File: config.mk
export PLATFORM = sky130hd
export DESIGN_NAME = mem_stage_lsu_flat
export DESIGN_NICKNAME = d
export VERILOG_FILES = /design/src/rtl/mem_stage_lsu_if.sv /design/src/rtl/mem_stage_lsu.sv /design/src/flat_wrapper.sv
export SDC_FILE = /design/constraint.sdc
export NUM_CORES = 1
export LEC_CHECK = 0
export CORE_UTILIZATION = 46
export CTS_CLUSTER_DIAMETER = 100
export DETAILED_ROUTE_END_ITERATION = 8
export PLACE_DENSITY_LB_ADDON = 0.2
export SETUP_SLACK_MARGIN = 0.15
export SYNTH_ARGS = -nofsm -noshare
export SYNTH_HDL_FRONTEND = slang
export SYNTH_SLANG_ARGS = --single-unit
File: constraint.sdc
create_clock -name clk -period 2.6 [get_ports clk]
set_input_delay 0.52 -clock clk [delete_from_list [all_inputs] [get_ports clk]]
set_output_delay 0.52 -clock clk [all_outputs]
set_load 0.1 [all_outputs]
File: src/rtl/mem_stage_lsu_if.sv
// Memory-side request/response bus between the MEM-stage LSU (master) and
// shared data memory (slave): req/gnt request phase, rvalid response phase.
interface mem_stage_lsu_if #(
    parameter int XLEN   = 32,
    parameter int MASK_W = XLEN / 8
);
    logic              mem_req;
    logic              mem_we;
    logic [XLEN-1:0]   mem_addr;
    logic [XLEN-1:0]   mem_wdata;
    logic [MASK_W-1:0] mem_mask;
    logic              mem_gnt;
    logic              mem_rvalid;
    logic [XLEN-1:0]   mem_rdata;

    modport master (
        output mem_req, mem_we, mem_addr, mem_wdata, mem_mask,
        input  mem_gnt, mem_rvalid, mem_rdata
    );

    modport slave (
        input  mem_req, mem_we, mem_addr, mem_wdata, mem_mask,
        output mem_gnt, mem_rvalid, mem_rdata
    );
endinterface

File: src/rtl/mem_stage_lsu.sv
// MEM-stage load/store unit: issues memory requests, formats load data and
// registers a one-cycle write-back bundle. Optional macro: MEM_MISALIGN_TRAP_EN.
module mem_stage_lsu #(
    parameter int XLEN   = 32,
    parameter int MASK_W = XLEN / 8
) (
    input  logic              clk,
    input  logic              rst,

    input  logic              ex_valid,
    output logic              ex_ready,
    input  logic [XLEN-1:0]   ex_opr_res,
    input  logic [XLEN-1:0]   ex_store_data,
    input  logic [XLEN-1:0]   ex_csr_rdata,
    input  logic [4:0]        ex_rd,
    input  logic [XLEN-1:0]   ex_pc4,
    input  logic              ex_rf_en,
    input  logic [1:0]        ex_wb_sel,
    input  logic [1:0]        ex_mem_op,
    input  logic [2:0]        ex_funct3,

    mem_stage_lsu_if.master   mem,

    output logic              wb_valid,
    output logic [XLEN-1:0]   wb_opr_res,
    output logic [XLEN-1:0]   wb_lsu_rdata,
    output logic [XLEN-1:0]   wb_csr_rdata,
    output logic [XLEN-1:0]   wb_pc4,
    output logic [XLEN-1:0]   wb_addr,
    output logic [XLEN-1:0]   wb_wdata,
    output logic [4:0]        wb_rd,
    output logic              wb_rf_en,
    output logic [1:0]        wb_wb_sel,
    output logic [MASK_W-1:0] wb_mask,
    output logic              lsu_misalign
);

    typedef enum logic [1:0] {
        S_IDLE = 2'd0,
        S_REQ  = 2'd1,
        S_WAIT = 2'd2
    } state_t;

    localparam logic [1:0] OP_LOAD  = 2'b01;
    localparam logic [1:0] OP_STORE = 2'b10;

    localparam logic [1:0] SZ_BYTE = 2'd0;
    localparam logic [1:0] SZ_HALF = 2'd1;
    localparam logic [1:0] SZ_WORD = 2'd2;

    // Access size from RV32I funct3; anything unrecognised behaves as a word.
    function automatic logic [1:0] size_of(input logic [2:0] f3);
        case (f3)
            3'b000, 3'b100: size_of = SZ_BYTE;
            3'b001, 3'b101: size_of = SZ_HALF;
            default:        size_of = SZ_WORD;
        endcase
    endfunction

    function automatic logic [1:0] lane_of(input logic [1:0] size, input logic [1:0] a);
        case (size)
            SZ_BYTE: lane_of = a;
            SZ_HALF: lane_of = {a[1], 1'b0};
            default: lane_of = 2'b00;
        endcase
    endfunction

    function automatic logic [MASK_W-1:0] mask_of(input logic [1:0] size, input logic [1:0] lane);
        case (size)
            SZ_BYTE: mask_of = MASK_W'(1) << lane;
            SZ_HALF: mask_of = MASK_W'(3) << lane;
            default: mask_of = '1;
        endcase
    endfunction

    function automatic logic [XLEN-1:0] wdata_of(input logic [1:0] size, input logic [XLEN-1:0] d);
        case (size)
            SZ_BYTE: wdata_of = {MASK_W{d[7:0]}};
            SZ_HALF: wdata_of = {(MASK_W / 2){d[15:0]}};
            default: wdata_of = d;
        endcase
    endfunction

    function automatic logic [XLEN-1:0] load_fmt(input logic [2:0] f3, input logic [1:0] lane,
                                                 input logic [XLEN-1:0] rdata);
        logic [XLEN-1:0] sh;
        sh = rdata >> {lane, 3'b000};
        case (f3)
            3'b000:  load_fmt = {{(XLEN - 8){sh[7]}}, sh[7:0]};
            3'b001:  load_fmt = {{(XLEN - 16){sh[15]}}, sh[15:0]};
            3'b100:  load_fmt = {{(XLEN - 8){1'b0}}, sh[7:0]};
            3'b101:  load_fmt = {{(XLEN - 16){1'b0}}, sh[15:0]};
            default: load_fmt = sh;
        endcase
    endfunction

    state_t            state_q, state_d;
    logic              we_q, we_d;
    logic [XLEN-1:0]   opr_res_q, opr_res_d;
    logic [XLEN-1:0]   wdata_q, wdata_d;
    logic [MASK_W-1:0] mask_q, mask_d;
    logic [XLEN-1:0]   csr_rdata_q, csr_rdata_d;
    logic [4:0]        rd_q, rd_d;
    logic [XLEN-1:0]   pc4_q, pc4_d;
    logic              rf_en_q, rf_en_d;
    logic [1:0]        wb_sel_q, wb_sel_d;
    logic [2:0]        funct3_q, funct3_d;
    logic [1:0]        lane_q, lane_d;

    logic              wb_valid_q, wb_valid_d;
    logic [XLEN-1:0]   wb_opr_res_q, wb_opr_res_d;
    logic [XLEN-1:0]   wb_lsu_rdata_q, wb_lsu_rdata_d;
    logic [XLEN-1:0]   wb_csr_rdata_q, wb_csr_rdata_d;
    logic [XLEN-1:0]   wb_pc4_q, wb_pc4_d;
    logic [XLEN-1:0]   wb_addr_q, wb_addr_d;
    logic [XLEN-1:0]   wb_wdata_q, wb_wdata_d;
    logic [4:0]        wb_rd_q, wb_rd_d;
    logic              wb_rf_en_q, wb_rf_en_d;
    logic [1:0]        wb_wb_sel_q, wb_wb_sel_d;
    logic [MASK_W-1:0] wb_mask_q, wb_mask_d;
    logic              misalign_q, misalign_d;

    logic              accept;
    logic              acc_is_mem;
    logic              acc_is_store;
    logic [1:0]        acc_size;
    logic [1:0]        acc_lane;
    logic              acc_trap;
    logic              mem_done;

    assign ex_ready     = (state_q == S_IDLE);
    assign accept       = ex_valid & ex_ready;
    assign acc_is_mem   = (ex_mem_op == OP_LOAD) | (ex_mem_op == OP_STORE);
    assign acc_is_store = (ex_mem_op == OP_STORE);
    assign acc_size     = size_of(ex_funct3);
    assign acc_lane     = lane_of(acc_size, ex_opr_res[1:0]);

`ifdef MEM_MISALIGN_TRAP_EN
    assign acc_trap = acc_is_mem &
                      (((acc_size == SZ_HALF) & ex_opr_res[0]) |
                       ((acc_size == SZ_WORD) & (ex_opr_res[1:0] != 2'b00)));
`else
    assign acc_trap = 1'b0;
`endif

    // Next-state and write-back bundle; only a fire cycle updates the bundle.
    always_comb begin
        state_d        = state_q;
        we_d           = we_q;
        opr_res_d      = opr_res_q;
        wdata_d        = wdata_q;
        mask_d         = mask_q;
        csr_rdata_d    = csr_rdata_q;
        rd_d           = rd_q;
        pc4_d          = pc4_q;
        rf_en_d        = rf_en_q;
        wb_sel_d       = wb_sel_q;
        funct3_d       = funct3_q;
        lane_d         = lane_q;
        wb_valid_d     = 1'b0;
        wb_opr_res_d   = wb_opr_res_q;
        wb_lsu_rdata_d = wb_lsu_rdata_q;
        wb_csr_rdata_d = wb_csr_rdata_q;
        wb_pc4_d       = wb_pc4_q;
        wb_addr_d      = wb_addr_q;
        wb_wdata_d     = wb_wdata_q;
        wb_rd_d        = wb_rd_q;
        wb_rf_en_d     = wb_rf_en_q;
        wb_wb_sel_d    = wb_wb_sel_q;
        wb_mask_d      = wb_mask_q;
        misalign_d     = 1'b0;
        mem_done       = 1'b0;

        case (state_q)
            S_IDLE: begin
                if (accept) begin
                    if (acc_is_mem && !acc_trap) begin
                        we_d        = acc_is_store;
                        opr_res_d   = ex_opr_res;
                        wdata_d     = acc_is_store ? wdata_of(acc_size, ex_store_data) : '0;
                        mask_d      = mask_of(acc_size, acc_lane);
                        csr_rdata_d = ex_csr_rdata;
                        rd_d        = ex_rd;
                        pc4_d       = ex_pc4;
                        rf_en_d     = ex_rf_en;
                        wb_sel_d    = ex_wb_sel;
                        funct3_d    = ex_funct3;
                        lane_d      = acc_lane;
                        state_d     = S_REQ;
                    end else begin
                        wb_valid_d     = 1'b1;
                        wb_opr_res_d   = ex_opr_res;
                        wb_lsu_rdata_d = '0;
                        wb_csr_rdata_d = ex_csr_rdata;
                        wb_pc4_d       = ex_pc4;
                        wb_addr_d      = ex_opr_res;
                        wb_wdata_d     = '0;
                        wb_rd_d        = ex_rd;
                        wb_rf_en_d     = ex_rf_en & ~acc_trap;
                        wb_wb_sel_d    = ex_wb_sel;
                        wb_mask_d      = '0;
                        misalign_d     = acc_trap;
                    end
                end
            end
            S_REQ: begin
                if (mem.mem_gnt) begin
                    if (we_q) begin
                        mem_done = 1'b1;
                        state_d  = S_IDLE;
                    end else begin
                        state_d  = S_WAIT;
                    end
                end
            end
            S_WAIT: begin
                if (mem.mem_rvalid) begin
                    mem_done = 1'b1;
                    state_d  = S_IDLE;
                end
            end
            default: state_d = S_IDLE;
        endcase

        if (mem_done) begin
            wb_valid_d     = 1'b1;
            wb_opr_res_d   = opr_res_q;
            wb_lsu_rdata_d = we_q ? '0 : load_fmt(funct3_q, lane_q, mem.mem_rdata);
            wb_csr_rdata_d = csr_rdata_q;
            wb_pc4_d       = pc4_q;
            wb_addr_d      = opr_res_q;
            wb_wdata_d     = wdata_q;
            wb_rd_d        = rd_q;
            wb_rf_en_d     = rf_en_q;
            wb_wb_sel_d    = wb_sel_q;
            wb_mask_d      = mask_q;
        end
    end

    always_ff @(posedge clk) begin
        if (rst) begin
            state_q        <= S_IDLE;
            we_q           <= 1'b0;
            opr_res_q      <= '0;
            wdata_q        <= '0;
            mask_q         <= '0;
            csr_rdata_q    <= '0;
            rd_q           <= '0;
            pc4_q          <= '0;
            rf_en_q        <= 1'b0;
            wb_sel_q       <= '0;
            funct3_q       <= '0;
            lane_q         <= '0;
            wb_valid_q     <= 1'b0;
            wb_opr_res_q   <= '0;
            wb_lsu_rdata_q <= '0;
            wb_csr_rdata_q <= '0;
            wb_pc4_q       <= '0;
            wb_addr_q      <= '0;
            wb_wdata_q     <= '0;
            wb_rd_q        <= '0;
            wb_rf_en_q     <= 1'b0;
            wb_wb_sel_q    <= '0;
            wb_mask_q      <= '0;
            misalign_q     <= 1'b0;
        end else begin
            state_q        <= state_d;
            we_q           <= we_d;
            opr_res_q      <= opr_res_d;
            wdata_q        <= wdata_d;
            mask_q         <= mask_d;
            csr_rdata_q    <= csr_rdata_d;
            rd_q           <= rd_d;
            pc4_q          <= pc4_d;
            rf_en_q        <= rf_en_d;
            wb_sel_q       <= wb_sel_d;
            funct3_q       <= funct3_d;
            lane_q         <= lane_d;
            wb_valid_q     <= wb_valid_d;
            wb_opr_res_q   <= wb_opr_res_d;
            wb_lsu_rdata_q <= wb_lsu_rdata_d;
            wb_csr_rdata_q <= wb_csr_rdata_d;
            wb_pc4_q       <= wb_pc4_d;
            wb_addr_q      <= wb_addr_d;
            wb_wdata_q     <= wb_wdata_d;
            wb_rd_q        <= wb_rd_d;
            wb_rf_en_q     <= wb_rf_en_d;
            wb_wb_sel_q    <= wb_wb_sel_d;
            wb_mask_q      <= wb_mask_d;
            misalign_q     <= misalign_d;
        end
    end

    // Request fields come straight from the latch so they hold steady until gnt.
    assign mem.mem_req   = (state_q == S_REQ);
    assign mem.mem_we    = we_q;
    assign mem.mem_addr  = {opr_res_q[XLEN-1:2], 2'b00};
    assign mem.mem_wdata = wdata_q;
    assign mem.mem_mask  = mask_q;

    assign wb_valid      = wb_valid_q;
    assign wb_opr_res    = wb_opr_res_q;
    assign wb_lsu_rdata  = wb_lsu_rdata_q;
    assign wb_csr_rdata  = wb_csr_rdata_q;
    assign wb_pc4        = wb_pc4_q;
    assign wb_addr       = wb_addr_q;
    assign wb_wdata      = wb_wdata_q;
    assign wb_rd         = wb_rd_q;
    assign wb_rf_en      = wb_rf_en_q;
    assign wb_wb_sel     = wb_wb_sel_q;
    assign wb_mask       = wb_mask_q;
    assign lsu_misalign  = misalign_q;

endmodule

File: src/flat_wrapper.sv
// flat-port wrapper written by rule: the top's interface ports become plain ports
module mem_stage_lsu_flat 
#(
    parameter int XLEN   = 32,
    parameter int MASK_W = XLEN / 8
)
  (clk, rst, ex_valid, ex_ready, ex_opr_res, ex_store_data, ex_csr_rdata, ex_rd, ex_pc4, ex_rf_en, ex_wb_sel, ex_mem_op, ex_funct3, wb_valid, wb_opr_res, wb_lsu_rdata, wb_csr_rdata, wb_pc4, wb_addr, wb_wdata, wb_rd, wb_rf_en, wb_wb_sel, wb_mask, lsu_misalign, mem_mem_req, mem_mem_we, mem_mem_addr, mem_mem_wdata, mem_mem_mask, mem_mem_gnt, mem_mem_rvalid, mem_mem_rdata);
  mem_stage_lsu_if #(.XLEN(XLEN), .MASK_W(MASK_W)) mem_i ();
  input  logic clk;
  input  logic rst;
  input  logic ex_valid;
  output logic ex_ready;
  input  logic [XLEN-1:0] ex_opr_res;
  input  logic [XLEN-1:0] ex_store_data;
  input  logic [XLEN-1:0] ex_csr_rdata;
  input  logic [4:0] ex_rd;
  input  logic [XLEN-1:0] ex_pc4;
  input  logic ex_rf_en;
  input  logic [1:0] ex_wb_sel;
  input  logic [1:0] ex_mem_op;
  input  logic [2:0] ex_funct3;
  output logic wb_valid;
  output logic [XLEN-1:0] wb_opr_res;
  output logic [XLEN-1:0] wb_lsu_rdata;
  output logic [XLEN-1:0] wb_csr_rdata;
  output logic [XLEN-1:0] wb_pc4;
  output logic [XLEN-1:0] wb_addr;
  output logic [XLEN-1:0] wb_wdata;
  output logic [4:0] wb_rd;
  output logic wb_rf_en;
  output logic [1:0] wb_wb_sel;
  output logic [MASK_W-1:0] wb_mask;
  output logic lsu_misalign;
  output wire logic [$bits(mem_i.mem_req)-1:0] mem_mem_req;
  output wire logic [$bits(mem_i.mem_we)-1:0] mem_mem_we;
  output wire logic [$bits(mem_i.mem_addr)-1:0] mem_mem_addr;
  output wire logic [$bits(mem_i.mem_wdata)-1:0] mem_mem_wdata;
  output wire logic [$bits(mem_i.mem_mask)-1:0] mem_mem_mask;
  input wire logic [$bits(mem_i.mem_gnt)-1:0] mem_mem_gnt;
  input wire logic [$bits(mem_i.mem_rvalid)-1:0] mem_mem_rvalid;
  input wire logic [$bits(mem_i.mem_rdata)-1:0] mem_mem_rdata;
  assign mem_mem_req = mem_i.mem_req;
  assign mem_mem_we = mem_i.mem_we;
  assign mem_mem_addr = mem_i.mem_addr;
  assign mem_mem_wdata = mem_i.mem_wdata;
  assign mem_mem_mask = mem_i.mem_mask;
  assign mem_i.mem_gnt = mem_mem_gnt;
  assign mem_i.mem_rvalid = mem_mem_rvalid;
  assign mem_i.mem_rdata = mem_mem_rdata;
  mem_stage_lsu #(.XLEN(XLEN), .MASK_W(MASK_W)) u_core (.clk(clk), .rst(rst), .ex_valid(ex_valid), .ex_ready(ex_ready), .ex_opr_res(ex_opr_res), .ex_store_data(ex_store_data), .ex_csr_rdata(ex_csr_rdata), .ex_rd(ex_rd), .ex_pc4(ex_pc4), .ex_rf_en(ex_rf_en), .ex_wb_sel(ex_wb_sel), .ex_mem_op(ex_mem_op), .ex_funct3(ex_funct3), .mem(mem_i), .wb_valid(wb_valid), .wb_opr_res(wb_opr_res), .wb_lsu_rdata(wb_lsu_rdata), .wb_csr_rdata(wb_csr_rdata), .wb_pc4(wb_pc4), .wb_addr(wb_addr), .wb_wdata(wb_wdata), .wb_rd(wb_rd), .wb_rf_en(wb_rf_en), .wb_wb_sel(wb_wb_sel), .wb_mask(wb_mask), .lsu_misalign(lsu_misalign));
endmodule
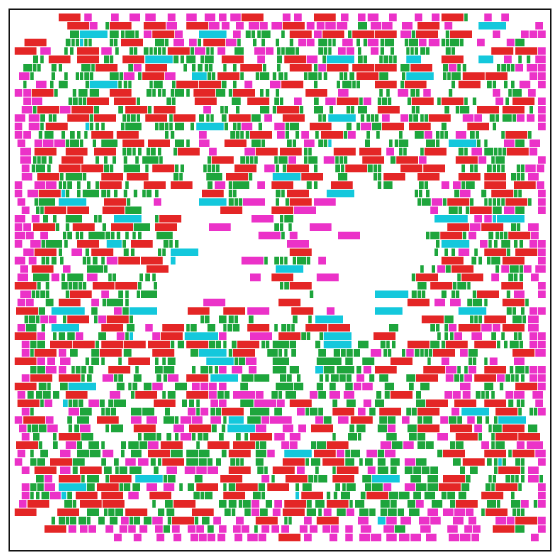
run_1/cell_classes.png
colour	class	cells
magenta	other buffers and delay cells	490
green	all other logic	1156
red	flip-flops	321
cyan	clock drivers and dummy loads	59
flip-flop and latch share of the layout cell area: 34.4%
row count: 63
final std cell area, no fill: 18700 sq um
final core utilization: 63.2%

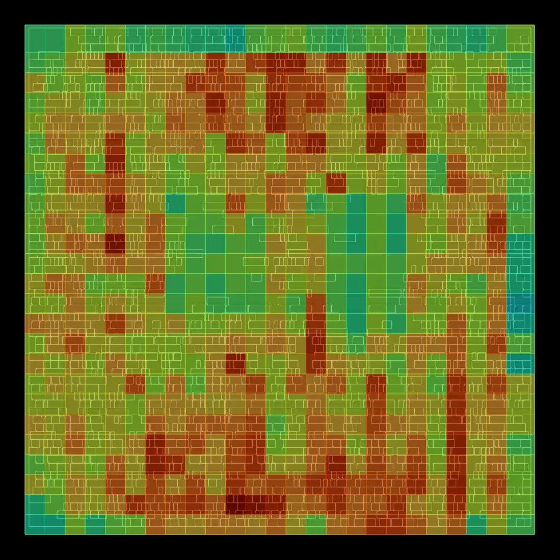
run_1/final_congestion.png
busiest layer in global routing: met2
routing usage on met2: 46.0%

==> impl.org, run 1 <==
#+TITLE: Physical design notes

** Status
- Status :: completed

** Finish
- Logic gate fraction of the total cell area :: about a third
- The number of sequential cells reported for the layout is ~320.
- Fraction of layout instances using a drive strength above 1 :: between 20% and 30%
- Reg area :: roughly 6400 sq um
- Plain + repair buffers :: 490
- In the layout the tool counted multi-input logic cells amounting to 1151.
- The class occupying the most area after layout is reported as sequential cells.
- The final antenna diode tally reported by the flow is 4.
- Number of nets in the finished design :: roughly 2200
- Final-layout fill cell count :: 2571
- Area added between synthesis and finish :: 35.5%
- Leaving out filler cells and counting taps, the final layout contains between 2000 and 2500.
- Commonest Layout Cell :: nand2_1
- After layout, the inverter instance count without clock inverters stands at 5.
- Leaving out buffers and inverters, the combinational logic in the layout accounts for 6230 sq um.
- Non-clock buffering takes up between 20% and 30% of total cell area after layout.
- In the layout the commonest cells are 457 x nand2_1, 321 x dfxtp_1, 296 x buf_4.
- The clock network takes up under 10% of total cell area after layout.
- Total of clock buffers placed in the layout :: around 50

** Route
- Once detail routing completed, the nets flagged for antenna violations numbered 0.
- In this run, the number of DRC markers left after iteration 0 of detailed routing was about 960.
- Met2 Wirelength :: between 20000 and 25000 um
- The final route contains between 10000 and 15000 vias.
- Met3 layer wire length in the routed design :: 3030 um
- Number of detailed-route iterations in the first pass :: 5
- Average vias per placed instance :: approximately 5.5
- Highest Signal Layer :: met4
- The detailed router put a total of roughly 18000 um of wire on met1.
- The routed layout reports a DRC error count of 0.

** Clocking
- TritonCTS clock tree :: built
- Hold-fix buffers, CTS :: 0
- In this run the number of H-tree levels came out at 2.
- Counting the buffers created by CTS gives 35.
- After clock tree synthesis, the clock-pin slew on the worst setup and hold paths is 0.06 ns.
- CTS sink cnt :: 321
- Buffer type at the clock tree root :: clkbuf_16
- Setup repair bufs after CTS :: 0
- Insertion Delay late pin :: about 0.50 ns
- Per the CTS log, the buffer count on the longest clock path is 3.
- Post-CTS repair ended up resizing 0 cells.

** Logic synthesis
- The area recorded from the Yosys report for this design is roughly 14000 sq um.
- Yosys reported a register bit count of between 300 and 400.
- Complex Gates by Area :: 19.4%
- Measured against the total synthesized area, the mux share comes to ~3.5%.
- Per the synthesis report, the number of distinct cell types is 43.
- Mapped Avg Cell Area :: ~8.2 sq um
- Yosys printed 0 warnings.
- Yosys adder share :: 0.363%
- Top cell type by total area after synthesis :: dfxtp_1
- Simple-Gate Area Share :: a little over a fifth
- Per the post-synthesis report, the number of cells in the design is roughly 1700.
- Post-synthesis cell count from yosys :: roughly 1700
- Top-area cell type share of the netlist area :: between 40% and 50%
- The synthesis report gives the async set-or-reset register share as 0%.
- Post-synthesis cell type with the largest instance count :: nand2_1
- Top flip-flop cell by instance count after synthesis :: dfxtp_1
- Cell types with the highest counts after synthesis :: 457 x nand2_1, 321 x dfxtp_1, 176 x nor2_1, 131 x a21oi_1, 93 x clkbuf_1
- Synthesized cell area :: between 10000 and 15000 sq um
- Among the non-sequential cells, simple AND/OR/NAND/NOR gates take the most area.
- Top cells by area :: dfxtp_1 47%, nand2_1 12%, a311oi_1 5.3%
- The post-synth count of flops with an enable pin is 0.
- After Yosys synthesis, XOR and XNOR cells account for 0% of the synthesized area.
- For this run, the register share of the synthesized area comes to 46.6%.

** Setup path
- Slowest Stage Delay on Critical Path :: between 0.3 and 0.4 ns
- Required time worst endpoint :: roughly 2.1 ns
- Critical path depth :: 3
- Setup crit end :: ex_ready
- For the worst reg-to-reg path, the startpoint reported by OpenROAD is u_core.state_q[1].
- The worst setup path is captured at an output pin.
- The report lists the cells along the critical path as inv_1 > ha_2 > buf_4.
- Crit path buf inv count :: 2
- The worst-case reg-to-reg setup slack stands at 0.61 ns.
- Per STA, the startpoint of the critical path is u_core.state_q[0].
- The worst setup path is launched from a flip-flop.
- Measured in cells, the most critical reg-to-reg path has a length of 7.
- Startpoint-to-endpoint class of the critical path :: reg2out
- Data arrival time of the critical path :: between 1.5 and 2 ns
- Critical-path maximum fanout :: 8
- CP top delay family :: buffers and inverters
- The slowest stage of the critical path belongs to the cell dfxtp_1.
- Worst flop-to-flop path endpoint :: u_core.wb_pc4[13]

** STA
- Pins over their slew limit in the final report were tallied at 0.
- Counting I/O delays and the setup requirement, the final critical path takes approximately 2.1 ns.
- Between clock sinks in the finished design, the worst skew comes to between 0.007 and 0.008 ns.
- Unrepaired setup endpoints after global routing :: no
- Final worst setup slack :: roughly 0.54 ns
- After layout, the worst path uses around 80% of the clock period.
- Setup_tns :: 0 ns
- The highest clock rate this design can be run at is 486 MHz.
- Worst-margin pin slew :: 0.593 ns
- Hold WS :: 0.387 ns
- Max-Slew Margin vs Limit :: between 60% and 70%
- The final timing report counts setup violations totalling 0.
- Count of final hold-check violations :: 0

** Global route
- Per the GRT congestion report, total overflow comes to 0.
- The number of antenna violations at the first check in global routing is 4.
- met3 track demand over resource after global routing is between 5 and 6%.
- The first global-routing pass estimated roughly 68000 um of wire.
- GRT met1 Usage :: between 30% and 40%
- Largest net degree at the start of global routing :: about 130

** Placed design
- Number of buffers added on ports :: 451
- Per the detailed placement report, the placed cell area equals 17500 sq um.
- Placer congestion estimate :: around 0.9
- The HPWL after detailed placement is approximately 29000 um.
- Total instance count after detailed placement :: roughly 2400
- At the placement stage, the worst setup path has a slack of ~0.07 ns.

** Min path
- Hold Path End :: u_core.opr_res_q[21]
- Min-Delay Startpoint :: rst
- Worst hold path class :: in2reg
- The report gives the cell count of the worst hold path as 2.

** Floorplan
- The design received a total of ~390 well taps at floorplan.
- In this run the full chip footprint comes out at 30700 sq um.
- approximately 460 I/O pins were placed.
- Die boundary width :: around 180 um
- Standard cell core area :: a little under 30000 sq um
- The die is between 150 and 200 um tall.
- In the floorplan report the effective utilization is 46.6%.

** Power and ir drop
- Combinational cell fraction of total power :: between 20 and 30%
- Net Switching :: 5490 uW
- Overall Power :: between 10000 and 15000 uW
- Internal Pwr Total :: roughly 9500 uW
- The switching portion of total power comes to between 30 and 40%.
- The clock network accounts for about a third of the total power.
- Worst ir drop on vdd :: 0.512 mV
- Sequential group share of total power :: a little over a third
- Leakage component of the power :: 0.00748 uW
- PD cells :: between 800 and 900 nW/um^2

** Job
- The number of warnings reported in the stage logs is 30.
- Number of maximum-capacitance constraint violations :: 0
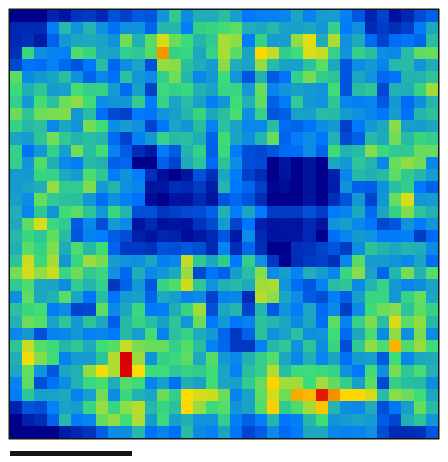
run_1/wire_density.png
Scale bar: 50 um. 35 x 35 tiles, from dark blue (low) to red (high), scaled to the fullest tile. Values are wire area over tile area, all layers added.
fullest tile	0.67
tiles over half the peak	17%
emptiest ninth of the die	middle
nearly empty tiles	2.4%
mean over tiles	0.23
GRT Util Overall: 27.2%
overall routed net length: 43300 um
drt wl/cell: 17.9 um

## run 1: worst reg2reg max path, cell delays in order, from the launching register on
cell and delay, ns:
dfxtp_1 0.36, inv_1 0.07, ha_2 0.20, a32oi_2 0.26, nand2b_4 0.27, buf_12 0.33
nor2_1 0.12, a311oi_1 0.28
## run 1: power by group through the flow
stage,logic [uW],registers (uW),clock network (uW)
finish,4390,5480,5120
global route,4600,5510,5400
CTS,4410,5480,5210
detailed placement,4400,5580,0
global placement,4360,5570,0
floorplan,1990,6840,0
## run 1: cells by family (layout without fill, tap and decap cells)
logic type | count (synthesis) | after routing
and+or+nand+nor | 724 | 724
AOI/OAI and AO/OA | 375 | 375
DFF | 321 | 321
buffers and inverters | 221 | 554
muxes | 45 | 45
adders and majority gates | 4 | 4
other | 1 | 7
run_1/metal_stack.png
Scale bar: 50 um.
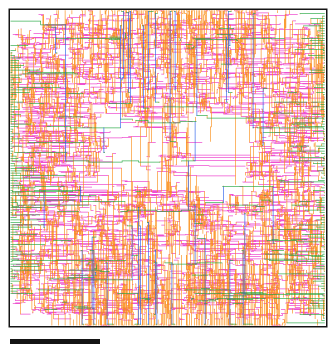

==> inputs of run 2 (changes only) <==
--- a/config.mk
+++ b/config.mk
@@ -5,7 +5,7 @@
 export SDC_FILE = /design/constraint.sdc
 export NUM_CORES = 1
 export LEC_CHECK = 0
-export CORE_UTILIZATION = 46
+export CORE_UTILIZATION = 42
 export CTS_CLUSTER_DIAMETER = 100
 export DETAILED_ROUTE_END_ITERATION = 8
 export PLACE_DENSITY_LB_ADDON = 0.2
==> constraint.sdc (replaced) <==
create_clock -name clk -period 1.7 [get_ports clk]
set_input_delay 0.34 -clock clk [delete_from_list [all_inputs] [get_ports clk]]
set_output_delay 0.34 -clock clk [all_outputs]
set_load 0.1 [all_outputs]
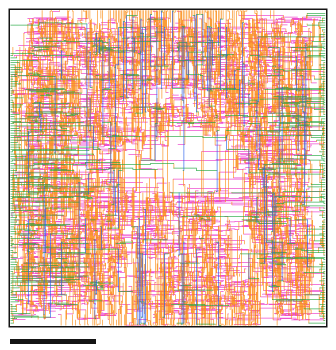
run_2/metal_stack.png
Scale bar: 50 um.
colour	layer	wire length
magenta	met1	21.6 mm
orange	met2	30.7 mm
green	met3	5330 um
blue	met4	3390 um
total via count after detailed routing: 15300
drt wl/cell: 23.2 um
GRT Util Overall: 29.7%
overall routed net length: 61000 um

==> impl.org, run 2 <==
#+TITLE: Physical design notes

** Logic synthesis
- Per the synth log, the flip-flop and latch total comes to between 300 and 400.
- The main area contributors are dfxtp_1 47%, nand2_1 12%, a311oi_1 5.3%.
- Count of unique library cells instantiated by Yosys :: 43
- The commonest register cell is dfxtp_1.
- After Yosys synthesis, XOR and XNOR cells account for 0% of the synthesized area.
- Number of warnings reported in the yosys synthesis log :: 0
- Yosys adder share :: less than 1%
- Post-synth tally of flip-flops with integrated enable :: 0
- The synthesized netlist was found by Yosys to have approximately 1700 cells.
- Mux area share :: 3.51%
- The cell-mix breakdown from Yosys lists the compound-gate area share as roughly a fifth.
- Looking at the gate-level netlist, the highest instance count belongs to nand2_1.
- Synth logic family :: simple AND/OR/NAND/NOR gates
- After synthesis the cells add up to 13800 sq um.
- Per the synthesis report, the dominant area consumer among library cells is dfxtp_1.
- In this run the biggest area consumer among cell types represents 46.6% of the synthesized area.
- In the synthesis report, Yosys lists the chip area as 13800 sq um.
- Of all flip-flops after synthesis, the portion carrying an async set or reset was 0%.
- After synthesis, flip-flops and latches occupy between 40% and 50% of the total area.
- Simple-Gate Area Share :: a little over a fifth
- Mapped Avg Cell Area :: just over 8 sq um
- Cell types with the highest counts after synthesis :: 457 x nand2_1, 321 x dfxtp_1, 176 x nor2_1, 131 x a21oi_1, 93 x clkbuf_1
- Synthesis produced a netlist whose cell count is roughly 1700.

** Floorplan
- I/O Pins :: between 400 and 500
- Row count :: roughly 65
- Standard cell core area :: roughly 32000 sq um
- Chip area :: between 30000 and 40000 sq um
- In the floorplan report the effective utilization is between 40 and 50%.

** Finish
- The post-route netlist has 38.2% of its cells at a drive strength greater than 1.
- By area, non-clock buffers come first.
- At the end of the flow the core is filled with cells to about 83%.
- Commonest Layout Cell :: nand2_1
- The library cells used most frequently in the layout, excluding fill and tap cells, are 407 x nand2_1, 326 x buf_12, 316 x dfxtp_1.
- Flip-flop and latch share of the layout cell area :: about a quarter
- Summing all flip-flop and latch instances after layout gives between 6000 and 7000 sq um.
- # diodes :: 4
- Logic gate fraction of the total cell area :: around 30%
- Area added between synthesis and finish :: 92.1%
- After the last flow step, the layout net total stands at between 2000 and 2500.
- Per the layout report, the design carries roughly 650 non-clock buffers.
- Clock tree buffers and inverters occupy under 10% of the routed design's cell area.
- Summing all multi-input logic gate instances after layout gives 7750 sq um.
- Cell Count, Final, Fillers Out :: 2633
- The final layout contains a sequential cell count of about 320.
- Final std cell area, no fill :: roughly 26000 sq um
- Total of clock buffers placed in the layout :: around 60
- Number of logic gates :: 1153
- In the final layout, the fill cell count is 1616.
- Per the final report, the share of cell area in non-clock buffers is approximately two fifths.

** Power and ir drop
- Power comes to around 27000 uW.
- The leakage power in the latest report is around 0.010 uW.
- Per the power-grid run, VDD falls by no more than ~0.84 mV.
- PD cells :: 1010 nW/um^2

** Setup path
- At the worst endpoint, the arrival time is roughly 2.3 ns.
- Nature of the critical path startpoint :: flip-flop
- Type of destination of the critical path :: flip-flop
- CP top delay family :: buffers and inverters
- The OpenROAD report gives the critical path a required time of roughly 2.1 ns.
- Looking at the critical path, the highest net fanout was 6.
- Walking the worst path, the cells encountered are buf_6 > ha_4 > a32oi_4 > nand2b_4 > buf_12 > clkbuf_16 > buf_12 > buf_12 > nor2_4 > a311oi_1.
- Slowest Stage Delay on Critical Path :: between 0.3 and 0.4 ns
- Worst-path cell with the longest stage delay :: dfxtp_2
- Startpoint-to-endpoint class of the critical path :: reg2reg
- Crit path buf inv count :: 5

** Placed design
- The detailed placer reported the number of placed instances as 2466.
- Minimum setup slack after placement :: -0.649 ns
- Number of buffers added on ports :: 451
- The HPWL after detailed placement is ~34000 um.
- Placer congestion estimate :: between 0.8 and 0.9
- Placed cell areas :: 21900 sq um

** Min path
- Worst hold path class :: in2reg

** Route
- Met2 Wirelength :: roughly 31000 um
- Met3 layer wire length in the routed design :: approximately 5300 um
- Before antenna repair, the detailed router went through 5 iterations.
- Number of DRC violations after detailed-routing iteration 0 :: between 1000 and 1500
- DRT antenna net count :: 0
- In the per-layer breakdown of the detailed-route log, met1 shows around 22000 um.
- Highest Signal Layer :: met4
- Per the detail_route report, vias per standard cell equal 5.80.
- The DRC violation total left in the routed layout is recorded as 0.

** Job
- Number of maximum-capacitance constraint violations :: 0
- Number of warning messages in the logs :: 31

** STA
- Worst-margin pin slew :: 0.548 ns
- Unrepaired setup endpoints after global routing :: yes
- Setup slack on the critical path of the routed design comes to -0.220 ns.
- The final critical path takes up 113% of the cycle.
- After layout, the minimum clock period comes to roughly 1.9 ns.
- In the final report, the number of endpoints failing setup comes to about 140.
- For reference, the final report shows the max-slew violation count at 0.
- After routing, the total negative slack on setup checks comes to -15.78 ns.
- Max-Slew Margin vs Limit :: 63.4%
- Across the routed clock network, the largest skew measured is about 0.025 ns.
- The flow reports an fmax of 521 MHz.
- Hold WS :: between 0.15 and 0.2 ns
- Count of final hold-check violations :: 0

** Clocking
- Insertion Delay late pin :: 0.53 ns
- Count of H-tree levels built during CTS :: 2
- Count of cells resized by post-cts repair :: 94
- Hold-fix buffers, CTS :: 0
- Max Root-Sink Buffers :: 3
- Clock tree synthesis inserted a total of 37 buffers.
- TritonCTS clock tree :: built
- Buffer type at the clock tree root :: clkbuf_16
- CTS sink cnt :: about 320
- Clock input transition at the sequential cells of the worst setup and hold paths :: ~0.06 ns

** Global route
- Wire length of the first global-routing pass :: ~80000 um
- After global routing, the most crowded layer is met2.
- For met2 alone, demand over resource in global routing was 51.5%.
- Largest net degree at the start of global routing :: 76
- Summed over all layers, the global routing overflow is 0.
- Met3 track demand over resource in global routing :: under 10%
- GRT met1 Usage :: approximately a third
- The number of antenna violations at the first check in global routing was 4.

** Status
- The final reports fail on negative setup slack.
- Status :: finished, violations left
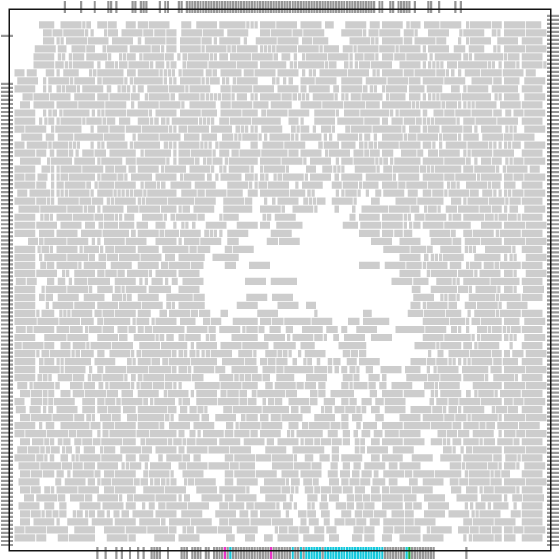
run_2/pins.png
Pins as bars across the die edge, other pins in grey.
colour	port	pins	direction	edge
green	`rst`	1	input	bottom
cyan	`mem_mem_rdata`	32	input	bottom
magenta	`ex_mem_op`	2	input	bottom
vertical die dimension: 183 um
die boundary width: 183 um

## run 2: power by group
| part | internal, uW | leakage (uW) | switching (uW) |
|---|---|---|---|
| Combinational | 3800 | 0.00680 | 5850 |
| Clock | 5070 | 0.000625 | 3300 |
| Sequential | 8040 | 0.00261 | 674 |
## run 2: worst paths after layout
check / startpoint / to / slack (ns) / cells after the start
setup / recovery: u_core.state_q[1] / u_core.wb_pc4[13] / -0.22 / 10
hold reg to reg: u_core.csr_rdata_q[27] / u_core.csr_rdata_q[27] / 0.46 / 2
setup reg to reg: u_core.state_q[1] / u_core.wb_pc4[13] / -0.22 / 10
hold / removal: rst / u_core.wb_lsu_rdata[28] / 0.18 / 2
No activity file was given, so power comes from the tool's default toggle rates.
